[src/rtl/ctrl_sequencer.sv]
// Multi-cycle fetch/decode/control sequencer for the 8-bit core.
// Fetches 16-bit words over req/ack, decodes them and drives ALU/regfile controls.
module ctrl_sequencer #(
  parameter int unsigned          IMEM_AW  = 8,
  parameter logic [IMEM_AW-1:0]   RESET_PC = 8'h00
) (
  input  logic               clk,
  input  logic               rst,
  output logic               imem_req,
  output logic [IMEM_AW-1:0] imem_addr,
  input  logic               imem_ack,
  input  logic [15:0]        imem_data,
  output logic [3:0]         alu_opcode,
  output logic [3:0]         read_reg1,
  output logic [3:0]         read_reg2,
  output logic [3:0]         write_reg,
  output logic               reg_write,
  output logic               imm_sel,
  output logic [7:0]         imm,
  output logic [IMEM_AW-1:0] pc,
  output logic               halted
);

  typedef enum logic [2:0] {
    S_FETCH,
    S_DECODE,
    S_EXEC,
    S_WB,
    S_HALT
  } state_t;

  localparam logic [3:0] OP_LDI  = 4'b0101;
  localparam logic [3:0] OP_JMP  = 4'b0111;
  localparam logic [3:0] OP_HALT = 4'b1111;

  state_t      state;
  logic [15:0] ir;
  logic [3:0]  op;
  logic        wb_strobe;

  assign op        = ir[15:12];
  assign imem_addr = pc;
  // Gating with rst drops a pending write when reset lands on the WB cycle.
  assign reg_write = wb_strobe & ~rst;

  always_ff @(posedge clk) begin
    if (rst) begin
      state      <= S_FETCH;
      pc         <= RESET_PC;
      imem_req   <= 1'b1;
      ir         <= '0;
      alu_opcode <= '1;
      read_reg1  <= '0;
      read_reg2  <= '0;
      write_reg  <= '0;
      imm        <= '0;
      imm_sel    <= 1'b0;
      wb_strobe  <= 1'b0;
      halted     <= 1'b0;
    end else begin
      wb_strobe <= 1'b0;
      case (state)
        S_FETCH: begin
          imem_req <= 1'b1;
          if (imem_ack) begin
            ir       <= imem_data;
            imem_req <= 1'b0;
            state    <= S_DECODE;
          end
        end
        S_DECODE: begin
          alu_opcode <= (op <= 4'd4) ? op : 4'b1111;
          read_reg1  <= ir[7:4];
          read_reg2  <= ir[3:0];
          write_reg  <= ir[11:8];
          imm        <= ir[7:0];
          imm_sel    <= (op == OP_LDI);
          state      <= S_EXEC;
        end
        S_EXEC: begin
          wb_strobe <= (op <= 4'd4) || (op == OP_LDI);
          state     <= S_WB;
        end
        S_WB: begin
          if (op == OP_HALT) begin
            halted <= 1'b1;
            state  <= S_HALT;
          end else begin
            if (op == OP_JMP) pc <= IMEM_AW'(ir[7:0]);
            else              pc <= pc + IMEM_AW'(1);
            imem_req <= 1'b1;
            state    <= S_FETCH;
          end
        end
        S_HALT: begin
          imem_req <= 1'b0;
          halted   <= 1'b1;
        end
        default: begin
          imem_req <= 1'b1;
          halted   <= 1'b0;
          state    <= S_FETCH;
        end
      endcase
    end
  end

endmodule
[config.mk]
export PLATFORM = sky130hd
export DESIGN_NAME = ctrl_sequencer
export DESIGN_NICKNAME = d
export VERILOG_FILES = /design/src/rtl/ctrl_sequencer.sv
export SDC_FILE = /design/constraint.sdc
export NUM_CORES = 1
export LEC_CHECK = 0
export CAP_MARGIN = 20
export CORE_ASPECT_RATIO = 1.2
export CORE_MARGIN = 4
export CORE_UTILIZATION = 42
export CTS_CLUSTER_DIAMETER = 100
export CTS_CLUSTER_SIZE = 8
export DETAILED_ROUTE_END_ITERATION = 12
export MAX_ROUTING_LAYER = met4
export PLACE_DENSITY = 0.81
export SLEW_MARGIN = 15
export SYNTH_ARGS = -nofsm -noshare
export SYNTH_HDL_FRONTEND = slang
export SYNTH_SLANG_ARGS = --single-unit
[constraint.sdc]
create_clock -name clk -period 1.4 [get_ports clk]
set_input_delay 0.42 -clock clk [delete_from_list [all_inputs] [get_ports clk]]
set_output_delay 0.42 -clock clk [all_outputs]
set_load 0.1 [all_outputs]
==> results.txt <==
P_int -> 2.05 mW
RSZ-0062 raised after global routing -> true
Vias per cell -> 5.28
Metal-1 WL -> 2.09 mm
Slowest library cell on the worst path -> dfxtp_2
Max Used Layer -> met4
Slew Limit Headroom -> 79.4%
DP Area -> 0.00333 mm^2
Yosys cell count -> 263
Vias in the first global route -> 1899
Largest register FFs -> 16
Area of the mapped netlist -> 0.00214 mm^2
DR WL met3 -> 301 um
Sum Neg Setup Slack -> 0 ns
Met3 Use GR -> 3.99%
Min-delay src -> ir[10]
Unique cell types -> 43
Antenna-violating nets left -> 0
Net Count, Synth -> 283
CTS buffer count -> 5
Hold Fails Final Rpt -> 0
Endpoint, Worst Hold -> ir[10]
Outcome -> finished clean
Critical Path Source -> wb_strobe
DRT Wirelength -> 5.26 mm
Highest Clock Rate -> 0.738 GHz
Fraction of layout cells with a size suffix above 1 -> 34.3%
Layout Skew -> 0.0123 ns
Worst Path Buf+Inv -> 1
HP Class -> register to register
Most used flip-flop cell -> dfxtp_1
Post-synth EDFFs -> 0
Synth Warn # -> 0
Crit path capture -> reg_write
Core area -> 0.00494 mm^2
Crit path kind -> register to output pin
Init Core Util -> 43.3%
Flop pwr share -> 48.0%
Crit path cell chain -> nor2b_4 > buf_12
Leak -> 1.28 nW
R2R depth -> 4
Ports -> 63
Gr usage total -> 17.8%
Startpoint class of the critical path -> register
Port bufs -> 62
Pin count of the biggest net entering global routing -> 39
TritonCTS clock tree -> built
Biggest register -> ir
Crit path largest cell delay -> 0.32 ns
Drt first pass iters -> 5
Sink Count -> 47
Final setup vio count -> 0
DRC Markers -> 0
==> cells in the mapped netlist, drive strengths merged (2+ instances only) <==
cell	instances	area (um^2)
nor2	6	22.5
inv	2	7.51
clkbuf	8	32.5
and4b	2	20.0
a211oi	2	15.0
nand4	4	25.0
dfxtp	47	941
nor3	8	61.3
and2	5	31.3
nand2b	5	31.3
o21ai	8	40.0
o32ai	2	25.0
nand2	71	267
nor2b	3	21.3
a21oi	41	205
nand3	5	25.0
buf	26	199
==> stage by stage <==
stage | hold WS [ns] | power (mW)
finish | 0.461 | 3.04
global route | 0.477 | 3.16
CTS | 0.461 | 3.06
detailed placement | 0.449 | 2.27
global placement | 0.443 | 2.25
floorplan | 0.430 | 1.95
==> power by group through the flow <==
stage	sequential, mW	clock [mW]	combinational [mW]
6_report	1.46	0.792	0.790
4_1_cts	1.46	0.817	0.786
5_1_grt	1.47	0.854	0.836
3_5_place_dp	1.49	0	0.783
2_1_floorplan	1.64	0	0.305
3_3_place_gp	1.48	0	0.771
==> area by class of cell <==
cell class	count	area (um^2)	area share [%]
repair buffers	84	1270	37.0
clock buffers	6	72.6	2.11
clock inverters	2	12.5	0.363
well taps	60	75.1	2.18
inverters	2	7.51	0.218
flip-flops and latches	47	1010	29.2
multi-input cells	180	998	29.0
==> kinds of logic (layout without fill, tap and decap cells) <==
| logic type | after synthesis | count (layout) | synth area share [%] |
|---|---|---|---|
| XOR/XNOR | 1 | 1 | 0.410 |
| AND-OR/OR-AND | 63 | 63 | 17.4 |
| AND/OR/NAND/NOR | 115 | 115 | 26.3 |
| flip-flops | 47 | 47 | 44.0 |
| buffers and inverters | 36 | 94 | 11.2 |
| adder cells (fa/ha/maj) | 1 | 1 | 0.585 |
Fig. 1: wires at chosen ports, followed through buffers
Drawn at 4 px/um.
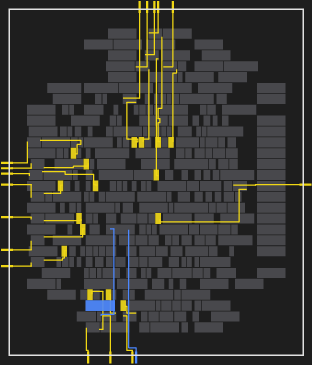
port	color	direction	edge	end cells	buffers	wire
imem_data	yellow	input	7 west, 5 north, 3 south, 1 east	16	16	421 um
imm_sel	blue	output	south	1	1	58.5 um

Fig. 2: cell sizes after repair
Drawn at 4 px/um.
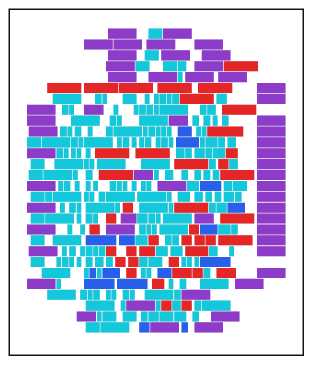
size	color	cells	share
_2 cells	blue	15	4.7%
_3 and _4 cells	red	41	13%
_6 and larger	purple	54	17%
_0 and _1 cells	cyan	211	66%

Power is estimated from default activity; no workload was simulated.
